File: config.mk
export PLATFORM = sky130hd
export DESIGN_NAME = load_store_master
export DESIGN_NICKNAME = d
export VERILOG_FILES = /design/src/rtl/lsu_pkg.sv /design/src/rtl/lsu_lane_align.sv /design/src/rtl/load_store_master.sv
export SDC_FILE = /design/constraint.sdc
export NUM_CORES = 1
export LEC_CHECK = 0
export ABC_CLOCK_PERIOD_IN_PS = 3400
export CORE_ASPECT_RATIO = 1.75
export CORE_MARGIN = 8
export CORE_UTILIZATION = 41
export CTS_CLUSTER_SIZE = 10
export DETAILED_ROUTE_END_ITERATION = 10
export PLACE_DENSITY = 0.87
export SYNTH_ARGS = -nofsm -noshare
export SYNTH_HDL_FRONTEND = slang
export SYNTH_SLANG_ARGS = --single-unit
File: constraint.sdc
create_clock -name clock -period 3.4 [get_ports clock]
set_input_delay 0.51 -clock clock [delete_from_list [all_inputs] [get_ports clock]]
set_output_delay 0.51 -clock clock [all_outputs]
set_load 0.05 [all_outputs]
File: src/rtl/lsu_pkg.sv
// lsu_pkg: funct3 encodings, master state set and UART register map shared by the load/store master.
package lsu_pkg;
  localparam logic [2:0] F3_B = 3'd0;
  localparam logic [2:0] F3_H = 3'd1;
  localparam logic [2:0] F3_W = 3'd2;
  localparam logic [2:0] F3_BU = 3'd4;
  localparam logic [2:0] F3_HU = 3'd5;
  localparam logic [31:0] UART_STATUS = 32'h0000_0200;
  localparam logic [31:0] UART_TX = 32'h0000_0201;
  localparam logic [31:0] UART_RX = 32'h0000_0202;
  typedef enum logic [1:0] {IDLE, WRITE, READ, RESP} lsuState_t;
  function automatic logic isIllegal(input logic [2:0] funct3, input logic write, input logic [1:0] addrLo);
    return (funct3 == 3'd3) || (funct3[2:1] == 2'b11) || (funct3[2] && write) ||
           (funct3[1:0] == 2'd1 && addrLo[0]) || (funct3[1:0] == 2'd2 && addrLo != 2'd0);
  endfunction
endpackage

File: src/rtl/lsu_lane_align.sv
// lsu_lane_align: byte-lane placement of store data/enables and lane extraction with extension for loads.
module lsu_lane_align
  import lsu_pkg::*;
(
  input  logic [2:0]  funct3,
  input  logic [1:0]  addrLo,
  input  logic [31:0] wdata,
  input  logic [31:0] q,
  output logic [31:0] storeData,
  output logic [3:0]  storeBen,
  output logic [31:0] loadData
);
  logic [7:0] laneB;
  logic [15:0] laneH;
  always_comb begin
    storeData = wdata << {addrLo, 3'b000};
    storeBen = (funct3[1:0] == 2'd0 ? 4'b0001 : funct3[1:0] == 2'd1 ? 4'b0011 : 4'b1111) << addrLo;
    laneB = q[{addrLo, 3'b000} +: 8];
    laneH = q[{addrLo[1], 4'b0000} +: 16];
    loadData = funct3 == F3_B  ? {{24{laneB[7]}}, laneB} :
               funct3 == F3_H  ? {{16{laneH[15]}}, laneH} :
               funct3 == F3_BU ? {24'd0, laneB} :
               funct3 == F3_HU ? {16'd0, laneH} : q;
  end
endmodule

File: src/rtl/load_store_master.sv
// load_store_master: issues one RV32 load/store at a time onto the memory-map bus and returns the aligned result.
module load_store_master
  import lsu_pkg::*;
#(
  parameter int READ_LATENCY = 2,
  parameter logic [31:0] IDLE_ADDR = 32'h0000_0000
) (
  input  logic        clock,
  input  logic        RST,
  input  logic        req_valid,
  output logic        req_ready,
  input  logic        req_write,
  input  logic [2:0]  req_funct3,
  input  logic [31:0] req_addr,
  input  logic [31:0] req_wdata,
  output logic        resp_valid,
  output logic        resp_err,
  output logic [31:0] resp_rdata,
  output logic [31:0] vaddr,
  output logic [31:0] data,
  output logic [3:0]  byteena,
  output logic        memWE,
  input  logic        memWait,
  input  logic [31:0] q
);
  // The UART responds to address alone, so never park on one of its registers.
  localparam logic [31:0] PARK = (IDLE_ADDR inside {UART_STATUS, UART_TX, UART_RX}) ? 32'h0 : IDLE_ADDR;
  localparam logic [2:0] LAT = 3'(READ_LATENCY);
  lsuState_t state, nextState;
  logic [2:0] funct3Q, cnt, alignF3;
  logic [1:0] addrLoQ, alignLo;
  logic accept, illegal, latDone;
  logic [31:0] storeData, loadData;
  logic [3:0] storeBen;
  always_comb begin
    accept = req_valid && state == IDLE;
    illegal = isIllegal(req_funct3, req_write, req_addr[1:0]);
    latDone = !memWait && cnt == LAT;
    req_ready = state == IDLE;
    resp_valid = state == RESP;
    alignF3 = state == IDLE ? req_funct3 : funct3Q;
    alignLo = state == IDLE ? req_addr[1:0] : addrLoQ;
    nextState = state;
    case (state)
      IDLE:  nextState = !accept ? IDLE : illegal ? RESP : req_write ? WRITE : READ;
      WRITE: nextState = memWait ? WRITE : RESP;
      READ:  nextState = latDone ? RESP : READ;
      default: nextState = IDLE;
    endcase
  end
  lsu_lane_align align (
    .funct3(alignF3),
    .addrLo(alignLo),
    .wdata(req_wdata),
    .q(q),
    .storeData(storeData),
    .storeBen(storeBen),
    .loadData(loadData)
  );
  always_ff @(posedge clock or posedge RST)
    if (RST) state <= IDLE;
    else state <= nextState;
  always_ff @(posedge clock or posedge RST) begin
    if (RST) begin
      vaddr <= PARK;
      data <= '0;
      byteena <= '0;
      memWE <= 1'b0;
      resp_err <= 1'b0;
      resp_rdata <= '0;
      cnt <= '0;
      funct3Q <= '0;
      addrLoQ <= '0;
    end else if (accept) begin
      funct3Q <= req_funct3;
      addrLoQ <= req_addr[1:0];
      cnt <= 3'd1;
      if (illegal) begin
        resp_err <= 1'b1;
        resp_rdata <= '0;
      end else begin
        vaddr <= req_addr;
        memWE <= req_write;
        byteena <= req_write ? storeBen : 4'b0000;
        if (req_write) data <= storeData;
      end
    end else if (state == WRITE && !memWait) begin
      vaddr <= PARK;
      memWE <= 1'b0;
      byteena <= '0;
      resp_err <= 1'b0;
      resp_rdata <= '0;
    end else if (state == READ && !memWait) begin
      cnt <= cnt + 3'd1;
      if (latDone) begin
        vaddr <= PARK;
        resp_err <= 1'b0;
        resp_rdata <= loadData;
      end
    end
  end
endmodule

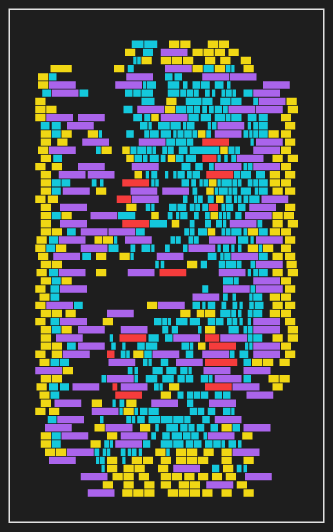
**Above:** cell classes on the final placement.
(3 px per um)
[red] clock drivers and dummy loads | cells: 16 | share of their area: 4.0%
[purple] sequential cells | cells: 112 | share of their area: 35%
[yellow] remaining buffers and delay cells | cells: 225 | share of their area: 28%
[cyan] combinational and other logic | cells: 395 | share of their area: 33%

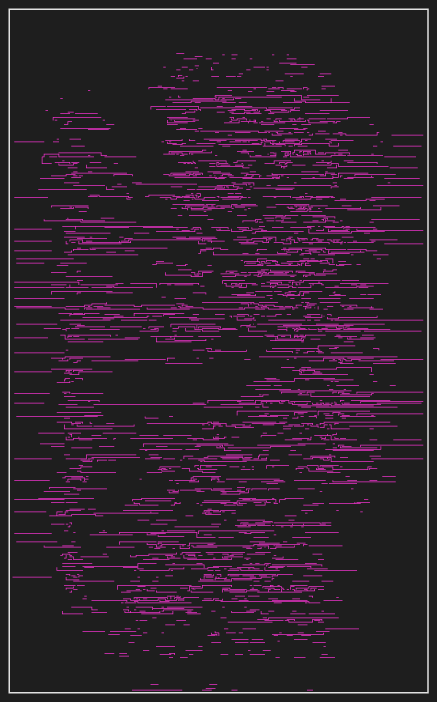
**Above:** metal 1.
(4 px per um)
nets with wire on the layer: 760
wire length on this layer: 7030 um

==> reports/metrics.yaml <==
cts:
  ctsResizeCount: 0
  cts_tree: "built"
  cts_setup_buffers: 0
critical_path:
  cp-start-kind: "flop"
  reg2reg_slack_ps: 430
  cpPeakStageDelay_ps: 830
  cp_max_fo: 25
  endpoint: "req_ready"
  required_ps: 2890
  path_depth: 3
  setup.worst_path.class: "reg -> out"
  path_buffers: 2
  r2r_end: "resp_rdata[10]$_DFFE_PP0P_"
synthesis:
  yosys_cells: 548
  netlist_logic_family_top: "AND-OR/OR-AND gates"
  synthArstFlopShare: 1.00
  ys_warn_count: 0
  xor_share: 0
  aoi_share: 0.253
  topCellsByArea: "dfrtp_1 50%, a22o_1 7.8%, nand2_1 4.4%"
  syn_area_um2: 5590
  yosys.area_share.adder: 0.00447
  syn_inst: 548
  synthMuxAreaShare: 0.0521
  ys_seq_frac: 0.501
layout:
  buffer_area_frac: 0.272
  nFillCells: 1118
  area_growth_pct: 45.9
  layout_top_cells: "207 x clkdlybuf4s50_1, 112 x dfrtp_1, 65 x nand2_1, 50 x a22o_1, 40 x o21ai_0"
  clockNetworkAreaShare: 0.0389
  logic_gates: 390
  sh_seq_area: 0.343
  seqCellArea_um2: 2800
  nNetsFinal: 849
  seq_cells: 112
  final_area_um2: 8160
placement:
  placed_area_um2: 7840
  io_buffers: 207
  dp_slack_ps: 369
power_and_ir_drop:
  powerDensity_nw_per_um2: 1080
  pwr-share-comb: 0.612
  p_sw_frac: 0.503
  power_w: 0.00882
  pwr-share-clk: 0.127
  peakVddDrop_v: 0.000417
  clk-power_w: 0.00112
detailed_routing:
  drc_errors: 0
  wl_met2_um: 9980
  drtAntennaViolNets: 0
  wl_per_cell_um: 21.2
  top_layer: "met4"
  via_count: 5336
  routed_via_density: 5.79
  drt_iter0_markers: 304
  wl_met1_um: 7030
sta:
  fin_ws_ps: 382
  final-setup-viol-count: 0
  hold-worst-slack_ps: 480
  period_used_share: 0.888
  skew_ps: 9.99
  final.setup.tns_ps: 0
  timing.fmax_mhz: 331
  drv_slew: 0
global_routing:
  busiest_layer: "met2"
  antenna_found_initial: 0
  met1_usage: 0.235
  grt_start_max_net_pins: 113
  grt_pass1_wl_um: 31300
die:
  coreArea_um2: 13400
  rows: 56
  ioPinCount: 208
  chipArea_um2: 17800
  nWellTaps: 174
  die_w_um: 104
  fp_util: 0.418
status:
  status: "finished, final reports clean"
job:
  drv_cap: 0
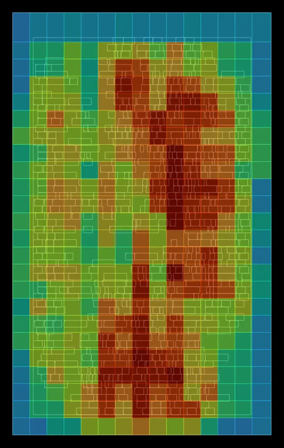
**Above:** congestion heat map.
met2 Usage GRT: 0.381
GRT Total Usage: 0.219

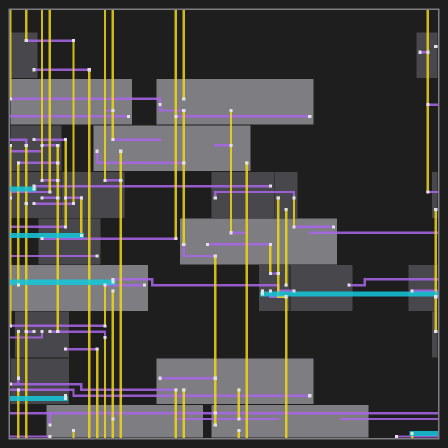
**Above:** a small window of the routed layout.
Region (14, 115) to (39, 140) um. Cells in gray, sequential cells in the stronger gray; small squares are vias.
[purple] metal 1
[cyan] metal 3
[yellow] metal 2
most frequent: dfrtp_1 (8), clkdlybuf4s50_1 (5), a22o_1 (3)
sequential cells in the window: 8
cells with their middle in the window: 19
netlist names of flops here include: vaddr (8)

Power and IR drop assume default switching activity.
